Run 1, M3 wires:
Scale: 4 px per um. Cells faint in the background.
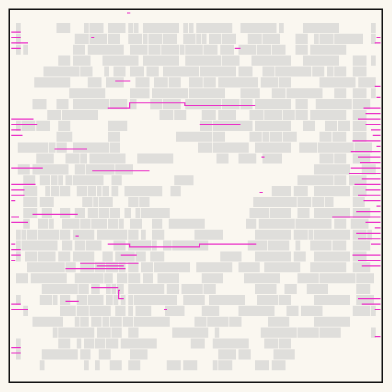
Run 1, met1 routing:
Scale: 3 px per um. Supply wires on this layer in gray.
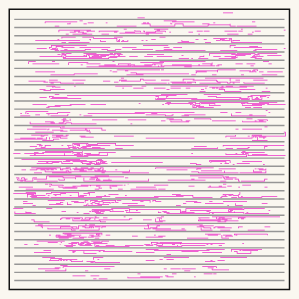
Run 1, routed clock nets over the placement:
Scale: 4 px per um.
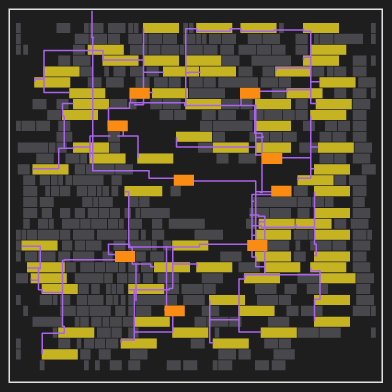
Run 1, clock wiring as the flow saved it:
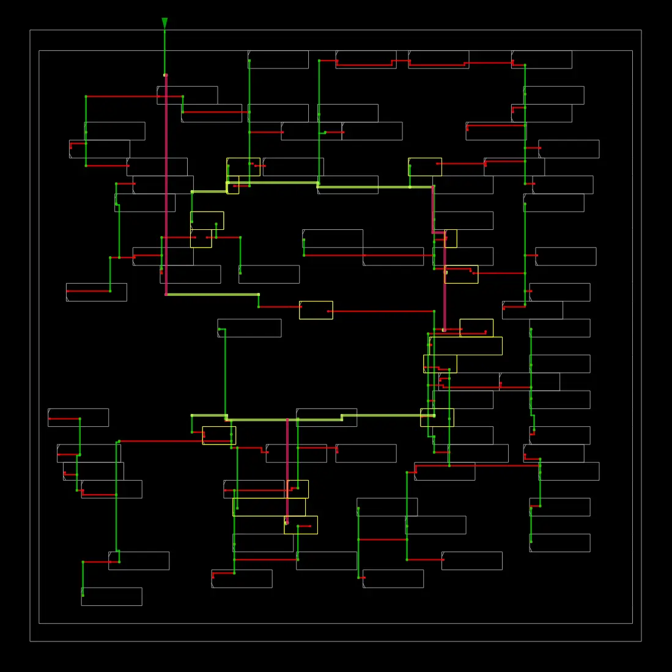
===== src/rtl/hpdcache_cmo_exec_if.sv =====
// Signal bundle between a CMO requester, the CMO executor, the cache directory
// and the miss handler. "slave" is the executor's view, "master" the environment's.
interface hpdcache_cmo_exec_if #(
  parameter int unsigned NSETS   = 64,
  parameter int unsigned NLINE_W = 34,
  parameter int unsigned SID_W   = 3,
  parameter int unsigned TID_W   = 6
);
  localparam int unsigned SET_W = $clog2(NSETS);

  // CMO request
  logic               req_valid_i;
  logic               req_ready_o;
  logic [1:0]         req_op_i;
  logic [NLINE_W-1:0] req_nline_i;
  logic [SID_W-1:0]   req_sid_i;
  logic [TID_W-1:0]   req_tid_i;
  logic               req_need_rsp_i;

  // Directory invalidation
  logic               dir_inv_valid_o;
  logic               dir_inv_ready_i;
  logic               dir_inv_all_o;
  logic [SET_W-1:0]   dir_inv_set_o;
  logic [NLINE_W-1:0] dir_inv_nline_o;

  // Prefetch refill
  logic               miss_valid_o;
  logic               miss_ready_i;
  logic [NLINE_W-1:0] miss_nline_o;

  // Completion and status
  logic               rsp_valid_o;
  logic [SID_W-1:0]   rsp_sid_o;
  logic [TID_W-1:0]   rsp_tid_o;
  logic               rsp_error_o;
  logic               busy_o;

  modport slave (
    input  req_valid_i, req_op_i, req_nline_i, req_sid_i, req_tid_i, req_need_rsp_i,
    input  dir_inv_ready_i, miss_ready_i,
    output req_ready_o,
    output dir_inv_valid_o, dir_inv_all_o, dir_inv_set_o, dir_inv_nline_o,
    output miss_valid_o, miss_nline_o,
    output rsp_valid_o, rsp_sid_o, rsp_tid_o, rsp_error_o, busy_o
  );

  modport master (
    output req_valid_i, req_op_i, req_nline_i, req_sid_i, req_tid_i, req_need_rsp_i,
    output dir_inv_ready_i, miss_ready_i,
    input  req_ready_o,
    input  dir_inv_valid_o, dir_inv_all_o, dir_inv_set_o, dir_inv_nline_o,
    input  miss_valid_o, miss_nline_o,
    input  rsp_valid_o, rsp_sid_o, rsp_tid_o, rsp_error_o, busy_o
  );
endinterface


===== src/rtl/hpdcache_cmo_exec.sv =====
// Cache-maintenance operation executor: line/all-set invalidation, prefetch and completion.
// Prefetch issue is compiled in only when HPDCACHE_CMO_PREFETCH_EN is defined.
module hpdcache_cmo_exec #(
  parameter int unsigned NSETS   = 64,
  parameter int unsigned NLINE_W = 34,
  parameter int unsigned SID_W   = 3,
  parameter int unsigned TID_W   = 6
) (
  input logic               clk_i,
  input logic               rst_ni,
  hpdcache_cmo_exec_if.slave cmo
);
  localparam int unsigned            SET_W    = $clog2(NSETS);
  localparam logic [SET_W-1:0]       LAST_SET = SET_W'(NSETS - 1);

  typedef enum logic [2:0] {
    ST_IDLE,
    ST_INV_NLINE,
    ST_INV_ALL,
    ST_PREFETCH,
    ST_RSP
  } state_e;

  typedef enum logic [1:0] {
    OP_INVAL_NLINE = 2'd0,
    OP_INVAL_ALL   = 2'd1,
    OP_PREFETCH    = 2'd2,
    OP_RESERVED    = 2'd3
  } op_e;

  typedef struct packed {
    logic             valid;
    logic [SID_W-1:0] sid;
    logic [TID_W-1:0] tid;
  } rsp_t;

  // A response is only visible when the requester asked for one.
  function automatic rsp_t mk_rsp(input logic             need,
                                  input logic [SID_W-1:0] sid,
                                  input logic [TID_W-1:0] tid);
    rsp_t r;
    r = '0;
    if (need) begin
      r.valid = 1'b1;
      r.sid   = sid;
      r.tid   = tid;
    end
    return r;
  endfunction

  state_e             state_q;
  logic [SID_W-1:0]   sid_q;
  logic [TID_W-1:0]   tid_q;
  logic               need_rsp_q;
  logic               error_q;
  logic [SET_W-1:0]   set_cnt_q;

  logic               req_ready_q;
  logic               dir_valid_q;
  logic               dir_all_q;
  logic [NLINE_W-1:0] dir_nline_q;
  rsp_t               rsp_q;
  logic               busy_q;

`ifdef HPDCACHE_CMO_PREFETCH_EN
  logic               miss_valid_q;
  logic [NLINE_W-1:0] miss_nline_q;
`endif

  // NOTE: every register in this FSM uses non-blocking assignments so all
  // state and outputs update together on the edge, with no ordering races.
  // NOTE: req_ready is a register reset to 0, so it stays low while rst_ni is
  // asserted and rises on the first clock after release.
  always_ff @(posedge clk_i or negedge rst_ni) begin
    if (!rst_ni) begin
      state_q      <= ST_IDLE;
      sid_q        <= '0;
      tid_q        <= '0;
      need_rsp_q   <= 1'b0;
      error_q      <= 1'b0;
      set_cnt_q    <= '0;
      req_ready_q  <= 1'b0;
      dir_valid_q  <= 1'b0;
      dir_all_q    <= 1'b0;
      dir_nline_q  <= '0;
      rsp_q        <= '0;
      busy_q       <= 1'b0;
`ifdef HPDCACHE_CMO_PREFETCH_EN
      miss_valid_q <= 1'b0;
      miss_nline_q <= '0;
`endif
    end else begin
      unique case (state_q)
        ST_IDLE: begin
          if (!req_ready_q) begin
            req_ready_q <= 1'b1;
          end else if (cmo.req_valid_i) begin
            req_ready_q <= 1'b0;
            busy_q      <= 1'b1;
            sid_q       <= cmo.req_sid_i;
            tid_q       <= cmo.req_tid_i;
            need_rsp_q  <= cmo.req_need_rsp_i;
            set_cnt_q   <= '0;
            unique case (op_e'(cmo.req_op_i))
              OP_INVAL_NLINE: begin
                state_q     <= ST_INV_NLINE;
                dir_valid_q <= 1'b1;
                dir_nline_q <= cmo.req_nline_i;
              end
              OP_INVAL_ALL: begin
                state_q     <= ST_INV_ALL;
                dir_valid_q <= 1'b1;
                dir_all_q   <= 1'b1;
              end
              OP_PREFETCH: begin
`ifdef HPDCACHE_CMO_PREFETCH_EN
                state_q      <= ST_PREFETCH;
                miss_valid_q <= 1'b1;
                miss_nline_q <= cmo.req_nline_i;
`else
                // Without prefetch support the request completes as a no-op.
                state_q <= ST_RSP;
                rsp_q   <= mk_rsp(cmo.req_need_rsp_i, cmo.req_sid_i, cmo.req_tid_i);
`endif
              end
              default: begin
                state_q <= ST_RSP;
                error_q <= 1'b1;
                rsp_q   <= mk_rsp(cmo.req_need_rsp_i, cmo.req_sid_i, cmo.req_tid_i);
              end
            endcase
          end
        end

        ST_INV_NLINE: begin
          if (cmo.dir_inv_ready_i) begin
            state_q     <= ST_RSP;
            dir_valid_q <= 1'b0;
            dir_nline_q <= '0;
            rsp_q       <= mk_rsp(need_rsp_q, sid_q, tid_q);
          end
        end

        ST_INV_ALL: begin
          if (cmo.dir_inv_ready_i) begin
            if (set_cnt_q == LAST_SET) begin
              state_q     <= ST_RSP;
              dir_valid_q <= 1'b0;
              dir_all_q   <= 1'b0;
              set_cnt_q   <= '0;
              rsp_q       <= mk_rsp(need_rsp_q, sid_q, tid_q);
            end else begin
              set_cnt_q <= set_cnt_q + SET_W'(1);
            end
          end
        end

`ifdef HPDCACHE_CMO_PREFETCH_EN
        ST_PREFETCH: begin
          if (cmo.miss_ready_i) begin
            state_q      <= ST_RSP;
            miss_valid_q <= 1'b0;
            miss_nline_q <= '0;
            rsp_q        <= mk_rsp(need_rsp_q, sid_q, tid_q);
          end
        end
`endif

        ST_RSP: begin
          state_q     <= ST_IDLE;
          rsp_q       <= '0;
          error_q     <= 1'b0;
          busy_q      <= 1'b0;
          req_ready_q <= 1'b1;
        end

        default: begin
          state_q <= ST_IDLE;
        end
      endcase
    end
  end

  assign cmo.req_ready_o     = req_ready_q;
  assign cmo.dir_inv_valid_o = dir_valid_q;
  assign cmo.dir_inv_all_o   = dir_all_q;
  assign cmo.dir_inv_set_o   = set_cnt_q;
  assign cmo.dir_inv_nline_o = dir_nline_q;
  assign cmo.rsp_valid_o     = rsp_q.valid;
  assign cmo.rsp_sid_o       = rsp_q.sid;
  assign cmo.rsp_tid_o       = rsp_q.tid;
  // error_q is only set for the duration of a reserved-op RSP state.
  assign cmo.rsp_error_o     = rsp_q.valid & error_q;
  assign cmo.busy_o          = busy_q;

`ifdef HPDCACHE_CMO_PREFETCH_EN
  assign cmo.miss_valid_o    = miss_valid_q;
  assign cmo.miss_nline_o    = miss_nline_q;
`else
  logic unused_miss_ready;
  assign unused_miss_ready   = cmo.miss_ready_i;
  assign cmo.miss_valid_o    = 1'b0;
  assign cmo.miss_nline_o    = '0;
`endif

endmodule


===== src/flat_wrapper.sv =====
// flat-port wrapper written by rule: the top's interface ports become plain ports
module hpdcache_cmo_exec_flat 
#(
  parameter int unsigned NSETS   = 64,
  parameter int unsigned NLINE_W = 34,
  parameter int unsigned SID_W   = 3,
  parameter int unsigned TID_W   = 6
)
  (clk_i, rst_ni, cmo_req_valid_i, cmo_req_op_i, cmo_req_nline_i, cmo_req_sid_i, cmo_req_tid_i, cmo_req_need_rsp_i, cmo_dir_inv_ready_i, cmo_miss_ready_i, cmo_req_ready_o, cmo_dir_inv_valid_o, cmo_dir_inv_all_o, cmo_dir_inv_set_o, cmo_dir_inv_nline_o, cmo_miss_valid_o, cmo_miss_nline_o, cmo_rsp_valid_o, cmo_rsp_sid_o, cmo_rsp_tid_o, cmo_rsp_error_o, cmo_busy_o);
  hpdcache_cmo_exec_if #(.NSETS(NSETS), .NLINE_W(NLINE_W), .SID_W(SID_W), .TID_W(TID_W)) cmo_i ();
  input logic clk_i;
  input logic rst_ni;
  input wire logic [$bits(cmo_i.req_valid_i)-1:0] cmo_req_valid_i;
  input wire logic [$bits(cmo_i.req_op_i)-1:0] cmo_req_op_i;
  input wire logic [$bits(cmo_i.req_nline_i)-1:0] cmo_req_nline_i;
  input wire logic [$bits(cmo_i.req_sid_i)-1:0] cmo_req_sid_i;
  input wire logic [$bits(cmo_i.req_tid_i)-1:0] cmo_req_tid_i;
  input wire logic [$bits(cmo_i.req_need_rsp_i)-1:0] cmo_req_need_rsp_i;
  input wire logic [$bits(cmo_i.dir_inv_ready_i)-1:0] cmo_dir_inv_ready_i;
  input wire logic [$bits(cmo_i.miss_ready_i)-1:0] cmo_miss_ready_i;
  output wire logic [$bits(cmo_i.req_ready_o)-1:0] cmo_req_ready_o;
  output wire logic [$bits(cmo_i.dir_inv_valid_o)-1:0] cmo_dir_inv_valid_o;
  output wire logic [$bits(cmo_i.dir_inv_all_o)-1:0] cmo_dir_inv_all_o;
  output wire logic [$bits(cmo_i.dir_inv_set_o)-1:0] cmo_dir_inv_set_o;
  output wire logic [$bits(cmo_i.dir_inv_nline_o)-1:0] cmo_dir_inv_nline_o;
  output wire logic [$bits(cmo_i.miss_valid_o)-1:0] cmo_miss_valid_o;
  output wire logic [$bits(cmo_i.miss_nline_o)-1:0] cmo_miss_nline_o;
  output wire logic [$bits(cmo_i.rsp_valid_o)-1:0] cmo_rsp_valid_o;
  output wire logic [$bits(cmo_i.rsp_sid_o)-1:0] cmo_rsp_sid_o;
  output wire logic [$bits(cmo_i.rsp_tid_o)-1:0] cmo_rsp_tid_o;
  output wire logic [$bits(cmo_i.rsp_error_o)-1:0] cmo_rsp_error_o;
  output wire logic [$bits(cmo_i.busy_o)-1:0] cmo_busy_o;
  assign cmo_i.req_valid_i = cmo_req_valid_i;
  assign cmo_i.req_op_i = cmo_req_op_i;
  assign cmo_i.req_nline_i = cmo_req_nline_i;
  assign cmo_i.req_sid_i = cmo_req_sid_i;
  assign cmo_i.req_tid_i = cmo_req_tid_i;
  assign cmo_i.req_need_rsp_i = cmo_req_need_rsp_i;
  assign cmo_i.dir_inv_ready_i = cmo_dir_inv_ready_i;
  assign cmo_i.miss_ready_i = cmo_miss_ready_i;
  assign cmo_req_ready_o = cmo_i.req_ready_o;
  assign cmo_dir_inv_valid_o = cmo_i.dir_inv_valid_o;
  assign cmo_dir_inv_all_o = cmo_i.dir_inv_all_o;
  assign cmo_dir_inv_set_o = cmo_i.dir_inv_set_o;
  assign cmo_dir_inv_nline_o = cmo_i.dir_inv_nline_o;
  assign cmo_miss_valid_o = cmo_i.miss_valid_o;
  assign cmo_miss_nline_o = cmo_i.miss_nline_o;
  assign cmo_rsp_valid_o = cmo_i.rsp_valid_o;
  assign cmo_rsp_sid_o = cmo_i.rsp_sid_o;
  assign cmo_rsp_tid_o = cmo_i.rsp_tid_o;
  assign cmo_rsp_error_o = cmo_i.rsp_error_o;
  assign cmo_busy_o = cmo_i.busy_o;
  hpdcache_cmo_exec #(.NSETS(NSETS), .NLINE_W(NLINE_W), .SID_W(SID_W), .TID_W(TID_W)) u_core (.clk_i(clk_i), .rst_ni(rst_ni), .cmo(cmo_i));
endmodule

===== config.mk =====
export PLATFORM = sky130hd
export DESIGN_NAME = hpdcache_cmo_exec_flat
export DESIGN_NICKNAME = d
export VERILOG_FILES = /design/src/rtl/hpdcache_cmo_exec_if.sv /design/src/rtl/hpdcache_cmo_exec.sv /design/src/flat_wrapper.sv
export SDC_FILE = /design/constraint.sdc
export NUM_CORES = 1
export LEC_CHECK = 0
export ABC_AREA = 0
export CAP_MARGIN = 20
export CORE_UTILIZATION = 38
export CTS_BUF_LIST = sky130_fd_sc_hd__clkbuf_8 sky130_fd_sc_hd__clkbuf_16
export DETAILED_ROUTE_END_ITERATION = 8
export PLACE_DENSITY = 0.87
export SYNTH_ARGS = -nofsm -noshare
export SYNTH_HDL_FRONTEND = slang
export SYNTH_SLANG_ARGS = --single-unit

===== constraint.sdc =====
create_clock -name clk_i -period 1.6 [get_ports clk_i]
set_input_delay 0.32 -clock clk_i [delete_from_list [all_inputs] [get_ports clk_i]]
set_output_delay 0.32 -clock clk_i [all_outputs]
set_load 0.01 [all_outputs]

==> job_summary.md, run 1 <==
### Flow metrics

| Metric | Value |
|---|---|
| Worst r2r src | u_core.state_q[1]$_DFFE_PN0P_ |
| Fin cells | roughly 520 |
| Top sig layer | met4 |
| Nonclk buf count | ~160 |
| Violated checks | setup timing |
| Hold Crit Class | flip-flop to flip-flop |
| Seq cells post-synth | between 60 and 70 |
| Worst setup margin | -0.243 ns |
| Residual DRC count | 0 |
| RSZ-0062 raised after global routing | true |
| Crit path DRT | around 1.8 ns |
| I/O Pins | approximately 140 |
| Main area contributors | dfrtp_1, a22o_1, buf_4 |
| Post-CTS Resized | 29 |
| Critical path fanouts, max | 7 |
| Cell total after placement | 482 |
| Setup Buffers After CTS | 9 |
| Max-area cell share | around 54% |
| Adder share | 0.399% |
| Setup violators final | approximately 64 |
| Post-layout period usage of the worst path | 115% |
| Fin nets | between 400 and 500 |
| Minimum clock period | roughly 1.8 ns |
| Hold WS | about 0.5 ns |
| Register area | roughly 0.0017 mm2 |
| Dpl hpwl | about 5600 um |
| Final core utilization | approximately 66% |
| Comb gates | 169 |
| Hold Path Stages | 1 |
| Synth mux share | a little over 8% |
| Filler cells | ~600 |
| Chip Area, Yosys | approximately 0.0031 mm2 |
| Fp_density | roughly two fifths |
| Commonest flop | dfrtp_1 |
| Dpl cell area | 0.00446 mm2 |
| Non-clk invs | 5 |
| Most common cell in the netlist | dfrtp_1 |
| Crit-path slowest cell | dfrtp_2 |
| Core area | between 0.007 and 0.008 mm2 |
| Synth Instances | 257 |
| First-pass GRT wire length | approximately 13000 um |
| Status | complete, but fails checks |
| GR Util met2 | a little over a third |
| Yosys simple share | approximately 6.7% |
| Layout cell share with drive strength beyond 1 | 27.7% |
| Critical Path End | u_core.tid_q[4]$_DFFE_PN0P_ |
| Row count | 32 |
| Initial antenna violation count | 0 |
| Bufs and invs on worst path | 4 |
| Area Growth Syn to Fin | 64.2% |
| M1 GR Usage | about a quarter |
| Root Buffer | clkbuf_8 |
| Antenna Nets Post-Route | 0 |
| CTS tree | done |
| Largest register FFs | 34 |
| Largest net degree at the start of global routing | ~69 |
| DR WL/cell | ~18 um |
| Synth warn | 0 |
| Syn Std Cell Area | roughly 0.0031 mm2 |
| Achievable frequency | roughly 540 MHz |
| Met1 WL | 3750 um |
| Grt met3 use | under 10% |
| Flip-flops with a built-in enable | 0 |
| Hold EP | u_core.cmo.dir_inv_nline_o[12]$_DFFE_PN0P_ |
| Tap cells | 102 |
| Routed wl met3 | about 400 um |
| Critical path data arrival time | ~2.1 ns |
| Clock tree buffer depth | 2 |
| Slew Viols, Final | 0 |
| CP endpoint kind | flip-flop |
| Vias in the first global route | 2702 |
| Top class by area | non-clock buffers |
| DR iter-0 viols | approximately 65 |
| Logic share of the area | about a quarter |
| FF-to-FF path depth | 6 |
| Routability congestion estimate | approximately 0.87 |
| Die X | 92.9 um |
| Vias/cell | between 4 and 5 |
| XOR Share, Synth | ~1.1% |
| Path length in cells of the critical path | 6 |
| Yosys cell count | around 260 |
| Met2 WL post-DR | about 4900 um |
| Top cell excl fill/tap | dfrtp_1 |
| H-tree Lvls | 3 |
| Grt peak-use layer | met2 |
| CP startpoint kind | flip-flop |
| TritonRoute pass-1 iters | 4 |
| Reg clk slew, reported paths | approximately 0.080 ns |
| Part of the Yosys area used for sequential elements | 54.2% |
| Cell Type Count | between 40 and 50 |
| Comb. cell area | between 0.001 and 0.0015 mm2 |
| Die area | 0.00863 mm2 |
| Seq area share | 33.1% |
| Delay-heaviest family, CP | buffers and inverters |
| Critical path class | flip-flop to flip-flop |
| Placement Setup Slack | -0.373 ns |
| Fin area | 0.00516 mm2 |
| Ant. Diodes | 0 |
| Signal buf overhead | about a third |
| FF-to-FF setup slack | -0.24 ns |
| Crit path largest cell delay | around 0.48 ns |
| Crit Reg-Reg Endpoint | u_core.tid_q[4]$_DFFE_PN0P_ |
| Vias | 2603 |
| Number of sequential cells | 68 |
| Hold Path Origin | u_core.cmo.dir_inv_nline_o[12]$_DFFE_PN0P_ |
About 'M3 wires':
wire length on this layer	395 um
nets with wire on the layer	72
main direction	horizontal
share of all routed wire	4.3%
longest straight run	17.5 um

About 'met1 routing':
share of all routed wire	41%
nets with wire on the layer	392
main direction	horizontal
wire length on this layer	3750 um
longest straight run	38.6 um

About 'routed clock nets over the placement':
[orange] clock drivers | count: 9
[purple] clock wires | length: 877 um
[yellow] flip-flops | count: 68
routed clock nets	10
flops lie	all over the die

About 'clock wiring as the flow saved it':
CTS buffer count: 9
Max Clock Skew: 0.0127 ns
Latency at later pin: 0.35 ns
CLK BUF: 10

==> run 2: changes to the inputs <==
--- a/config.mk
+++ b/config.mk
@@ -12,2 +12,4 @@
 export DETAILED_ROUTE_END_ITERATION = 8
+export GPL_TIMING_DRIVEN = 0
+export HOLD_SLACK_MARGIN = 0.05
 export PLACE_DENSITY = 0.87
--- a/constraint.sdc
+++ b/constraint.sdc
@@ -3,2 +3,2 @@
 set_output_delay 0.32 -clock clk_i [all_outputs]
-set_load 0.01 [all_outputs]
+set_load 0.1 [all_outputs]
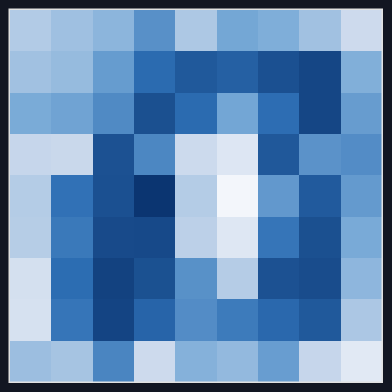
Run 2: placement density heat map
Scale: 4 px per um. The die is cut into 9 by 9 equal tiles; white is low, dark blue is high, 0 to 100% covered.
fullest tile	98%
tiles over 75% full	32%
mean over tiles	57%
fp_density: 40.0%
core area: 0.00785 mm2

==> run 2 against run 1 <==
Effect of this change:
- critical endpoint is now u_core.cmo.rsp_tid_o[0]$_DFFE_PN0P_
- sequential share of layout area up 1.2 points
- worst setup slack improved by 0.023 ns
- routed wire length down 4.8%
- the flow still finishes with violations (setup timing)
==> job_summary.md, run 2 <==
### Flow metrics

| Metric | Value |
|---|---|
| Status | complete, but fails checks |
| Violated checks | setup timing |
| Slew Viols, Final | 0 |
| Routability congestion estimate | approximately 0.81 |
| Critical path data arrival time | between 2 and 2.5 ns |
| Fin nets | 491 |
| Routed wl met3 | about 510 um |
| Path length in cells of the critical path | 7 |
| Flip-flops with a built-in enable | 0 |
| Cell total after placement | approximately 500 |
| I/O Pins | around 140 |
| Die X | slightly above 90 um |
| Critical path fanouts, max | 5 |
| Chip Area, Yosys | around 0.0031 mm2 |
| Grt peak-use layer | met2 |
| Yosys simple share | around 6.7% |
| Post-layout period usage of the worst path | 114% |
| CLK BUF | 9 |
| GR Util met2 | between 30% and 40% |
| Post-CTS Resized | between 200 and 250 |
| Crit Reg-Reg Endpoint | u_core.cmo.rsp_tid_o[0]$_DFFE_PN0P_ |
| Vias in the first global route | 2616 |
| Main area contributors | dfrtp_1, a22o_1, buf_4 |
| Fin area | around 0.005 mm2 |
| Top sig layer | met4 |
| Non-clk invs | 5 |
| Achievable frequency | roughly 550 MHz |
| Adder share | less than 1% |
| Largest net degree at the start of global routing | about 69 |
| Critical Path End | u_core.cmo.rsp_tid_o[0]$_DFFE_PN0P_ |
| H-tree Lvls | 3 |
| Filler cells | between 600 and 700 |
| Dpl hpwl | approximately 5500 um |
| Most common cell in the netlist | dfrtp_1 |
| Critical path class | flip-flop to flip-flop |
| FF-to-FF path depth | 7 |
| RSZ-0062 raised after global routing | true |
| Die area | between 0.008 and 0.009 mm2 |
| Tap cells | approximately 100 |
| Crit path largest cell delay | slightly above 0.4 ns |
| Yosys cell count | between 200 and 300 |
| Crit path DRT | around 1.8 ns |
| DR WL/cell | 15.9 um |
| CTS buffer count | 9 |
| Register area | around 0.0017 mm2 |
| Vias | approximately 2.6k |
| Delay-heaviest family, CP | AND-OR/OR-AND gates |
| Placement Setup Slack | -0.667 ns |
| Top cell excl fill/tap | buf_4 |
| Final core utilization | 63.9% |
| Reg clk slew, reported paths | 0.08 ns |
| Syn Std Cell Area | about 0.0031 mm2 |
| Latency at later pin | between 0.3 and 0.4 ns |
| Comb gates | approximately 170 |
| Layout cell share with drive strength beyond 1 | between 40% and 50% |
| CP endpoint kind | flip-flop |
| Synth warn | 0 |
| Synth Instances | between 200 and 300 |
| Cell Type Count | between 40 and 50 |
| Max Clock Skew | ~0.011 ns |
| M1 GR Usage | between 20% and 30% |
| Root Buffer | clkbuf_8 |
| Setup violators final | approximately 61 |
| Initial antenna violation count | 0 |
| Logic share of the area | between 20% and 30% |
| Nonclk buf count | 186 |
| Crit-path slowest cell | dfrtp_1 |
| Signal buf overhead | a little under a third |
| Ant. Diodes | 0 |
| Worst r2r src | u_core.state_q[1]$_DFFE_PN0P_ |
| Residual DRC count | 0 |
| Comb. cell area | between 0.001 and 0.0015 mm2 |
| CTS tree | done |
| Worst setup margin | -0.220 ns |
| CP startpoint kind | flip-flop |
| Largest register FFs | 34 |
| Area Growth Syn to Fin | 59.8% |
| Fin cells | ~550 |
| Clock tree buffer depth | 2 |
| XOR Share, Synth | 1.12% |
| Minimum clock period | approximately 1.8 ns |
| Vias/cell | 4.79 |
| Main logic family | AND-OR/OR-AND gates |
| Top class by area | sequential cells |
| Hold Crit Class | input pin to async pin |
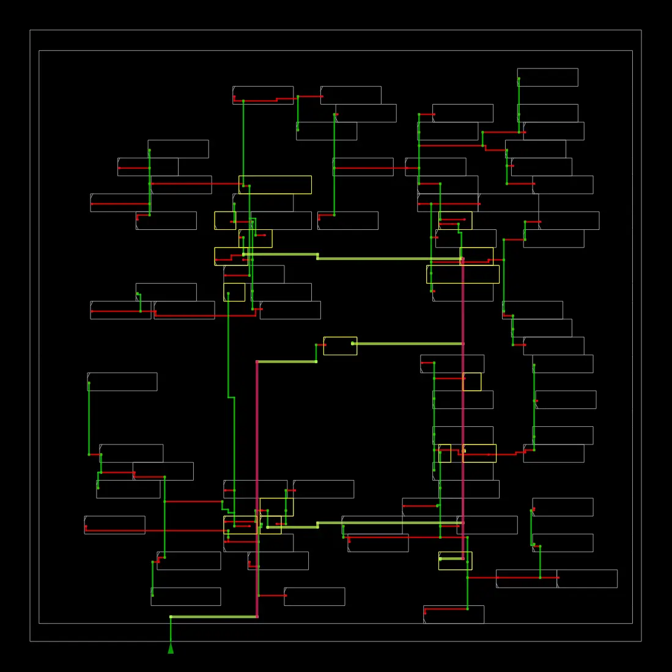
Run 2: clock wiring as the flow saved it
number of sequential cells: 68
CTS Sinks: 68

==> run 3: changes to the inputs <==
- CORE_UTILIZATION: 38 -> 42
- PLACE_DENSITY: 0.87 -> 0.81
- clock period: 1.6 -> 1.69 ns (I/O delays scaled with it)
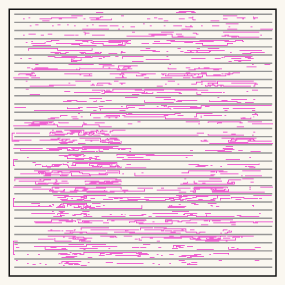
Run 3: met1 routing
Scale: 3 px per um. Supply wires on this layer in gray.
nets with wire on the layer	424
main direction	horizontal
wire length on this layer	3500 um
longest straight run	34.0 um
M1 GR Usage: 27.6%
vias: 2606
final wirelength: 8510 um

==> run 3 against run 2 <==
Effect of this change:
- the flow still finishes with violations (setup timing)
- flip-flop count unchanged
- clock skew down 0.0023 ns
- via count down 0.38%
- sequential share of layout area down 1.3 points
- critical path type unchanged
- largest cell class is now non-clock buffers
==> job_summary.md, run 3 <==
### Flow metrics

| Metric | Value |
|---|---|
| I/O Pins | between 100 and 150 |
| Ant. Diodes | 0 |
| Antenna Nets Post-Route | 0 |
| First-pass GRT wire length | ~13000 um |
| Routed wl met3 | ~420 um |
| Most common cell in the netlist | dfrtp_1 |
| Comb. cell area | around 0.0014 mm2 |
| TritonRoute pass-1 iters | 4 |
| H-tree Lvls | 3 |
| Filler cells | ~500 |
| Chip Area, Yosys | ~0.0031 mm2 |
| Comb gates | around 170 |
| Register area | 0.00172 mm2 |
| Worst r2r src | u_core.state_q[1]$_DFFE_PN0P_ |
| Status | complete, but fails checks |
| Layout cell share with drive strength beyond 1 | between 40 and 50% |
| Grt peak-use layer | met2 |
| Vias in the first global route | 2568 |
| CTS buffer count | 9 |
| Violated checks | setup timing |
| Root Buffer | clkbuf_8 |
| Fin cells | about 540 |
| FF-to-FF path depth | 7 |
| Critical path data arrival time | ~2 ns |
| Adder share | less than 1% |
| Largest register FFs | 34 |
| CP endpoint kind | flip-flop |
| CTS Sinks | approximately 68 |
| Cell total after placement | a little under 500 |
| Seq area share | 33.0% |
| Final core utilization | between 70% and 80% |
| Path length in cells of the critical path | 7 |
| Delay-heaviest family, CP | multiplexers |
| Max Clock Skew | between 0.009 and 0.01 ns |
| Critical path class | flip-flop to flip-flop |
| Top cell excl fill/tap | buf_4 |
| Critical path fanouts, max | 6 |
| Yosys simple share | 6.66% |
| Routability congestion estimate | 0.804 |
| Post-layout period usage of the worst path | 108% |
| Hold WS | between 0.06 and 0.07 ns |
| CLK BUF | 10 |
| Yosys cell count | approximately 260 |
| Vias/cell | 4.80 |
| Synth mux share | around 8.1% |
| Fin nets | around 490 |
| DR iter-0 viols | about 110 |
| Slew Viols, Final | 0 |
| Clock tree buffer depth | 2 |
| Crit path DRT | around 1.9 ns |
| Area Growth Syn to Fin | 66.0% |
| Nonclk buf count | between 150 and 200 |
| Largest net degree at the start of global routing | 69 |
| Setup violators final | 18 |
| Grt met3 use | 4.01% |
| Crit path largest cell delay | ~0.37 ns |
| Fin area | around 0.0052 mm2 |
| Non-clk invs | 5 |
| Bufs and invs on worst path | 3 |
| Synth warn | 0 |
| Worst setup margin | -0.129 ns |
| Syn Std Cell Area | ~0.0031 mm2 |
| GR Util met2 | 36.2% |
| Critical Path End | u_core.cmo.rsp_sid_o[1]$_DFFE_PN0P_ |
| Die area | a little under 0.008 mm2 |
| Crit Reg-Reg Endpoint | u_core.cmo.rsp_sid_o[1]$_DFFE_PN0P_ |
| Seq cells post-synth | about 68 |
| Cell Type Count | 41 |
| Hold Crit Class | input pin to async pin |
| Top sig layer | met4 |
| DR WL/cell | between 15 and 20 um |
| Main area contributors | dfrtp_1, a22o_1, buf_4 |
| Minimum clock period | about 1.8 ns |
| Met1 WL | ~3500 um |
| Latency at later pin | about 0.35 ns |
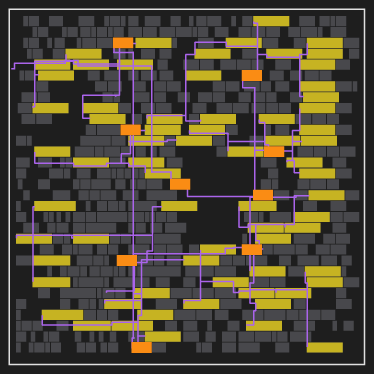
Run 3: routed clock nets over the placement
Scale: 4 px per um.
[purple] clock wires | length: 863 um
[orange] clock drivers | count: 9
[yellow] flip-flops | count: 68
routed clock nets	10

